`src/rtl/pipeline_ctrl_pkg.sv`:
```
// Shared types for the pipeline hazard/sequencing controller.
package pipeline_ctrl_pkg;

  localparam int unsigned RegAddrW = 5;
  localparam int unsigned XLen     = 64;

  // Controller sequencing state.
  typedef enum logic [1:0] {
    StRun,
    StMuldiv,
    StTrapDrain,
    StTrapFlush
  } ctrl_state_e;

  // Per-stage hold/bubble request.
  typedef struct packed {
    logic stall;
    logic flush;
  } stage_ctrl_t;

endpackage

```
`src/rtl/pipeline_ctrl_raw_hazard_check.sv`:
```
// raw_hazard_check unit: compares one decode source register against one in-flight writer.
// x0 is never a hazard because writes to it are discarded.
module pipeline_ctrl_raw_hazard_check
  import pipeline_ctrl_pkg::*;
(
  input  logic                use_i,
  input  logic [RegAddrW-1:0] src_i,
  input  logic                wr_valid_i,
  input  logic                wr_wen_i,
  input  logic [RegAddrW-1:0] wr_dst_i,
  output logic                hit_o
);

  assign hit_o = use_i & wr_valid_i & wr_wen_i & (wr_dst_i != '0) & (src_i == wr_dst_i);

endmodule

```
`src/rtl/pipeline_ctrl.sv`:
```
// Central hazard / sequencing controller for the 5-stage RV64 pipeline.
// Build option: define FORWARD_EN when the bypass network exists; then only load-use
// hazards stall. Without it, any EX/MEM/WB writer matching a used source stalls decode.
module pipeline_ctrl
  import pipeline_ctrl_pkg::*;
#(
  parameter int unsigned MUL_LAT = 3,
  parameter int unsigned DIV_LAT = 16,
  parameter int unsigned CNT_W   = 5
) (
  input  logic                clk,
  input  logic                reset,
  input  logic                d_valid,
  input  logic [RegAddrW-1:0] d_ra1,
  input  logic [RegAddrW-1:0] d_ra2,
  input  logic                d_use1,
  input  logic                d_use2,
  input  logic                e_valid,
  input  logic                e_wen,
  input  logic                e_is_load,
  input  logic                e_is_mul,
  input  logic                e_is_div,
  input  logic [RegAddrW-1:0] e_dst,
  input  logic                e_br_taken,
  input  logic [XLen-1:0]     e_br_target,
  input  logic                m_valid,
  input  logic                m_wen,
  input  logic [RegAddrW-1:0] m_dst,
  input  logic                m_exception,
  input  logic                m_mret,
  input  logic [XLen-1:0]     trap_vec,
  input  logic [XLen-1:0]     mepc,
  input  logic                ibus_busy,
  input  logic                dbus_busy,
  input  logic                w_valid,
  input  logic                w_wen,
  input  logic [RegAddrW-1:0] w_dst,
  output logic                stall_f,
  output logic                stall_d,
  output logic                stall_e,
  output logic                flush_d,
  output logic                flush_e,
  output logic                flush_m,
  output logic                redirect_valid,
  output logic [XLen-1:0]     redirect_pc,
  output logic                muldiv_busy
);

  localparam logic             MulLong = (MUL_LAT > 1);
  localparam logic             DivLong = (DIV_LAT > 1);
  localparam logic [CNT_W-1:0] MulCnt  = CNT_W'(MUL_LAT - 1);
  localparam logic [CNT_W-1:0] DivCnt  = CNT_W'(DIV_LAT - 1);

`ifdef FORWARD_EN
  localparam int unsigned NumWr = 1;
`else
  localparam int unsigned NumWr = 3;
`endif

  ctrl_state_e     state_q;
  logic [CNT_W-1:0] cnt_q;
  logic [XLen-1:0]  target_q;

  logic                wr_valid [NumWr];
  logic                wr_wen   [NumWr];
  logic [RegAddrW-1:0] wr_dst   [NumWr];
  logic                src_use  [2];
  logic [RegAddrW-1:0] src_ra   [2];
  logic [2*NumWr-1:0]  hit;

  assign src_use[0] = d_use1;
  assign src_use[1] = d_use2;
  assign src_ra[0]  = d_ra1;
  assign src_ra[1]  = d_ra2;

`ifdef FORWARD_EN
  // Bypass covers everything except a load result that is not yet available.
  assign wr_valid[0] = e_valid & e_is_load;
  assign wr_wen[0]   = e_wen;
  assign wr_dst[0]   = e_dst;
  logic unused_fwd;
  assign unused_fwd = ^{m_wen, m_dst, w_valid, w_wen, w_dst};
`else
  // No bypass: every in-flight writer blocks until it has left WB.
  assign wr_valid[0] = e_valid;
  assign wr_wen[0]   = e_wen;
  assign wr_dst[0]   = e_dst;
  assign wr_valid[1] = m_valid;
  assign wr_wen[1]   = m_wen;
  assign wr_dst[1]   = m_dst;
  assign wr_valid[2] = w_valid;
  assign wr_wen[2]   = w_wen;
  assign wr_dst[2]   = w_dst;
  logic unused_ld;
  assign unused_ld = e_is_load;
`endif

  for (genvar s = 0; s < 2; s++) begin : g_src
    for (genvar w = 0; w < NumWr; w++) begin : g_wr
      pipeline_ctrl_raw_hazard_check u_chk (
        .use_i      (src_use[s]),
        .src_i      (src_ra[s]),
        .wr_valid_i (wr_valid[w]),
        .wr_wen_i   (wr_wen[w]),
        .wr_dst_i   (wr_dst[w]),
        .hit_o      (hit[s*NumWr+w])
      );
    end
  end

  logic in_run, trap_req, br_take, md_start, raw_stall;

  assign in_run    = (state_q == StRun);
  assign trap_req  = m_valid & (m_exception | m_mret) &
                     ((state_q == StRun) | (state_q == StMuldiv));
  // stall_e is never raised in RUN, so a taken branch there is always accepted.
  assign br_take   = in_run & ~trap_req & e_valid & e_br_taken;
  assign md_start  = in_run & ~trap_req & e_valid &
                     (e_is_div ? DivLong : (e_is_mul & MulLong));
  assign raw_stall = in_run & ~trap_req & ~br_take & d_valid & (|hit);

  // Sequencing FSM: trap redirection and mul/div occupancy counter.
  always_ff @(posedge clk) begin
    if (reset) begin
      state_q  <= StRun;
      cnt_q    <= '0;
      target_q <= '0;
    end else begin
      unique case (state_q)
        StRun, StMuldiv: begin
          if (trap_req) begin
            target_q <= m_exception ? trap_vec : mepc;
            cnt_q    <= '0;
            state_q  <= dbus_busy ? StTrapDrain : StTrapFlush;
          end else if (state_q == StRun) begin
            if (md_start) begin
              cnt_q   <= e_is_div ? DivCnt : MulCnt;
              state_q <= StMuldiv;
            end
          end else begin
            cnt_q <= cnt_q - CNT_W'(1);
            if (cnt_q == CNT_W'(1)) state_q <= StRun;
          end
        end
        StTrapDrain: if (!dbus_busy) state_q <= StTrapFlush;
        StTrapFlush: if (!ibus_busy) state_q <= StRun;
        default:     state_q <= StRun;
      endcase
    end
  end

  stage_ctrl_t ctrl_d, ctrl_e;

  assign stall_d = ctrl_d.stall;
  assign flush_d = ctrl_d.flush;
  assign stall_e = ctrl_e.stall;
  assign flush_e = ctrl_e.flush;

  // Per-stage stall/flush and redirect, by priority trap > branch > mul/div > RAW.
  always_comb begin
    stall_f        = 1'b0;
    ctrl_d         = '0;
    ctrl_e         = '0;
    flush_m        = 1'b0;
    redirect_valid = 1'b0;
    redirect_pc    = '0;
    muldiv_busy    = 1'b0;
    if (!reset) begin
      unique case (state_q)
        StRun: begin
          if (br_take) begin
            redirect_valid = 1'b1;
            redirect_pc    = e_br_target;
            ctrl_d.flush   = 1'b1;
            ctrl_e.flush   = 1'b1;
          end else if (raw_stall) begin
            stall_f      = 1'b1;
            ctrl_d.stall = 1'b1;
            ctrl_e.flush = 1'b1;
          end
        end
        StMuldiv: begin
          if (!trap_req) begin
            stall_f      = 1'b1;
            ctrl_d.stall = 1'b1;
            ctrl_e.stall = 1'b1;
            flush_m      = 1'b1;
            muldiv_busy  = 1'b1;
          end
        end
        StTrapDrain: begin
          stall_f      = 1'b1;
          ctrl_d.stall = 1'b1;
          ctrl_e.stall = 1'b1;
        end
        StTrapFlush: begin
          ctrl_d.flush   = 1'b1;
          ctrl_e.flush   = 1'b1;
          flush_m        = 1'b1;
          redirect_valid = 1'b1;
          redirect_pc    = target_q;
        end
        default: ;
      endcase
    end
  end

endmodule
```
`config.mk`:
```
export PLATFORM = sky130hd
export DESIGN_NAME = pipeline_ctrl
export DESIGN_NICKNAME = d
export VERILOG_FILES = /design/src/rtl/pipeline_ctrl_pkg.sv /design/src/rtl/pipeline_ctrl_raw_hazard_check.sv /design/src/rtl/pipeline_ctrl.sv
export SDC_FILE = /design/constraint.sdc
export NUM_CORES = 1
export LEC_CHECK = 0
export ABC_AREA = 1
export CORE_ASPECT_RATIO = 1.25
export CORE_MARGIN = 2
export CORE_UTILIZATION = 25
export CTS_CLUSTER_SIZE = 20
export DETAILED_ROUTE_END_ITERATION = 8
export GPL_ROUTABILITY_DRIVEN = 0
export SYNTH_ARGS = -nofsm -noshare
export SYNTH_HDL_FRONTEND = slang
export SYNTH_SLANG_ARGS = --single-unit
```
`constraint.sdc`:
```
create_clock -name clk -period 3.2 [get_ports clk]
set_input_delay 0.64 -clock clk [delete_from_list [all_inputs] [get_ports clk]]
set_output_delay 0.64 -clock clk [all_outputs]
set_load 0.05 [all_outputs]
```
**The metal 2 layer**

Drawn at 2 px/um. Cells faint in the background.
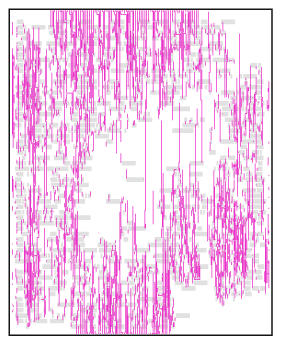
The longest straight run is 62.2 um. 1073 nets have wire on it. The wires run mostly vertical. The layer carries 10800 um of wire.
GRT met2 Usage: 35.04%
detailed-route wire length: 20.96 mm
via count: 6505

**Zoomed window**

Region (88, 112) to (108, 132) um. Cells in gray, sequential cells in the stronger gray; small squares are vias.
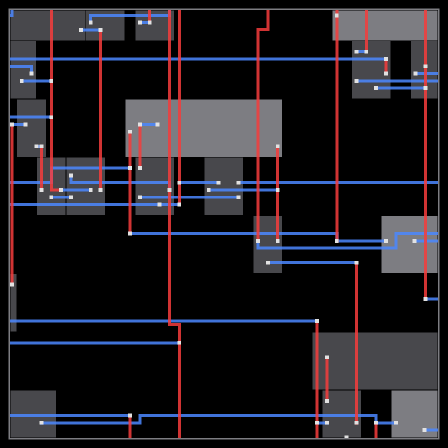
metal 1: marked blue. metal 2: marked red.
Most frequent: a21oi_1 (7), o21ai_0 (2), dfxtp_1 (2). 16 logic cells have their middle in the window. Netlist names of flops here include `target_q` (2). Sequential cells in the window: 2.

**Signal wires by layer**

Drawn at 4 px/um. Two of the layers only.
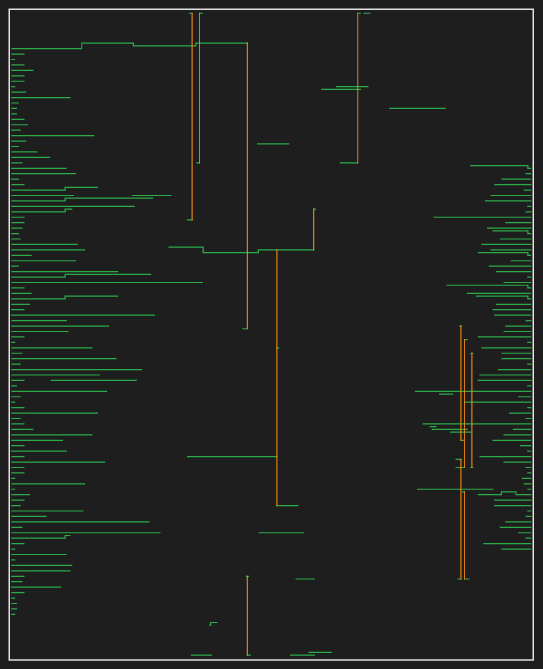
metal 4: marked orange, wire length 433 um. metal 3: marked green, wire length 1870 um.
GRT Resource Usage Total: 19.34%
Wirelength per Cell: 14.67 um

**I/O nets highlighted**

Drawn at 2 px/um.
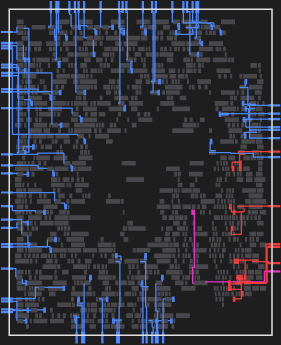
`e_dst`: marked red, direction input, edge right, end cells 15, buffers 5, wire 224 um. `stall_e`: marked magenta, direction output, edge right, end cells 1, buffers 1, wire 74.6 um. `e_br_target`: marked blue, direction input, edge 25 left, 20 top, 12 bottom, 7 right, end cells 64, buffers 64, wire 1560 um.
Boundary Pins: 308
PortBufs: 306

**Clock wiring as the flow saved it**

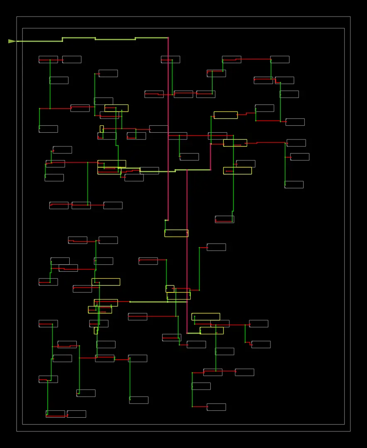
# clk buffers: 11
Sink Count: 71

==> impl_metrics.ini <==
; synthesis and place-and-route metrics
[clock_tree]
cts_made_buffers = 9
cts_resized = 0
hold_buffers = 0
clk-insertion-delay-late_ns = 0.34
cts_tree = done
cts_max_level = 3

[sta]
fin_skew_ns = 0.008904
fmax_mhz = 336.5
maxSlewViolCount = 0
relSlewSlack_pct = 54.58

[setup_path]
crit_fanout = 38
worst-r2r-cell-count = 7
r2r_slack_ns = 1.24
critical_path_class = in2out
start_kind = input pin
arrival_ns = 2.33

[detailed_routing]
drc = 0
firstDrtPassIters = 5
viasPerCell = 4.552

[power_and_ir_drop]
peakVddDrop_mv = 0.2853
power_frac_comb_pct = 45.9
p_sw_share_pct = 37.96
power_frac_seq_pct = 27.1
p_leak_uw = 0.003894

[floorplan]
die_y_um = 162.3
rows = 57
core-area_um2 = 19540

[synth]
netlist_area_um2 = 5012
avgSynthCellArea_um2 = 5.683
ys_sh_xor_pct = 0.1747
synth_stat.cells = 882
synthTopLogicFamily = AND-OR/OR-AND gates
fp_nets = 1125
yosysWarnings = 0
ys_types = 28
aoi_share_pct = 29.43
yosys_area_um2 = 5012
ys_sh_simple_pct = 27.21

[final_layout]
num-fill-cells = 1996
final_nets = 1402
n_antenna_cell = 0

[status]
status = finished, final reports clean

[placed_design]
hpwl_mm = 15.57

[run]
warning_count = 32
max_cap_violations = 0

[hold_path]
holdPathStages = 2

[grt]
grt_max_degree = 70
grt_pass1_vias = 6300
antenna_found_initial = 0
## stage by stage
stage | hold WS (ns) | area [um2] | power (uW) | setup WS, ns | cells
finish | 0.4939 | 9408 | 4640 | 0.2281 | 1429
global route | 0.5002 | 9408 | 4974 | 0.06512 | 1429
CTS | 0.4863 | 9408 | 4706 | 0.1767 | 1429
detailed placement | 0.4728 | 9046 | 3422 | 0.1881 | 1413
global placement | 0.4692 | 9046 | 3394 | 0.1950 | 1413
floorplan | 0.4537 | 5012 | 2441 | 0.2499 | 882
## power by group through the flow
stage	sequential [uW]	combinational (uW)	clock, uW
5_1_grt	1290	2350	1330
6_report	1260	2130	1250
3_5_place_dp	1270	2150	0
2_1_floorplan	1240	1200	0
4_1_cts	1250	2160	1290
3_3_place_gp	1270	2130	0
## layout by cell type (no fill, tap or decap)
cell type | netlist | layout
a211oi_1 | 1 | 1
a21oi_1 | 207 | 207
a22o_1 | 1 | 1
a22oi_1 | 1 | 1
buf_12 | 0 | 75
buf_4 | 9 | 16
bufinv_16 | 0 | 4
clkbuf_1 | 32 | 2
clkbuf_16 | 0 | 9
clkdlybuf4s50_1 | 0 | 233
dfxtp_1 | 71 | 71
ha_1 | 7 | 6
ha_2 | 0 | 1
inv_1 | 105 | 104
inv_2 | 0 | 1
inv_6 | 0 | 1
nand2_1 | 233 | 232
nand2_2 | 1 | 2
nand3_1 | 10 | 10
nand4_1 | 2 | 2
nor2_1 | 96 | 96
nor2_4 | 1 | 2
nor3_1 | 4 | 4
nor3_2 | 1 | 1
o21ai_0 | 75 | 75
o21ai_4 | 1 | 1
o21bai_1 | 1 | 1
o311ai_0 | 1 | 1
o31ai_1 | 1 | 1
or2_1 | 1 | 1
or2_2 | 1 | 1
xor2_1 | 1 | 1
## Yosys cell counts
cell type    n  area, um2
a22oi_1      1      7.510
a211oi_1     1      7.510
o21bai_1     1      7.510
nor2_4       1      11.26
o21ai_4      1      16.27
xor2_1       1      8.760
or2_1        1      6.260
nand3_1     10      50.05
nand4_1      2      12.51
o21ai_0     75      375.4
a22o_1       1      8.760
nand2_1    233      874.6
nor3_2       1      10.01
dfxtp_1     71       1421
clkbuf_1    32      120.1
nor3_1       4      20.02
nor2_1      96      360.4
ha_1         7      87.58
buf_2        8      40.04
buf_4        9      67.56
a21oi_1    207       1036
nor2_2       1      6.260
inv_1      105      394.1
buf_1        9      33.78
nand2_2      1      6.260
o311ai_0     1      8.760
or2_2        1      6.260
o31ai_1      1      7.510
## registers in the layout, summed over array words and instances (netlist names)
name	cells
cnt_q	5
state_q	2
target_q	64
## layer usage
metal  global-route usage (%)  routed length, um  vias up
li1                         -                  -     3381
met3                    6.225               1868       26
met5                        0                  0        -
met4                    6.190                432        0
met2                    35.04              10770      238
met1                    21.07               7890     2860
## worst max-delay path, cell delays in order
cell and delay [ns]:
clkdlybuf4s50_1 0.44, o21ai_4 0.16, nand2_2 0.11, nor2_4 0.16
buf_12 0.23, nand2_1 0.07, a21oi_1 0.30, buf_12 0.19
## final cells by class
cell class                 instances  share of cell area, %
timing repair buffer             324                  42.03
multi-input combinational        648                  31.31
sequential                        71                  15.11
inverter                         105                  4.189
tap                              265                  3.524
clock buffer                      11                  2.474
clock inverter                     5                  1.370
Power is estimated from default activity; no workload was simulated.
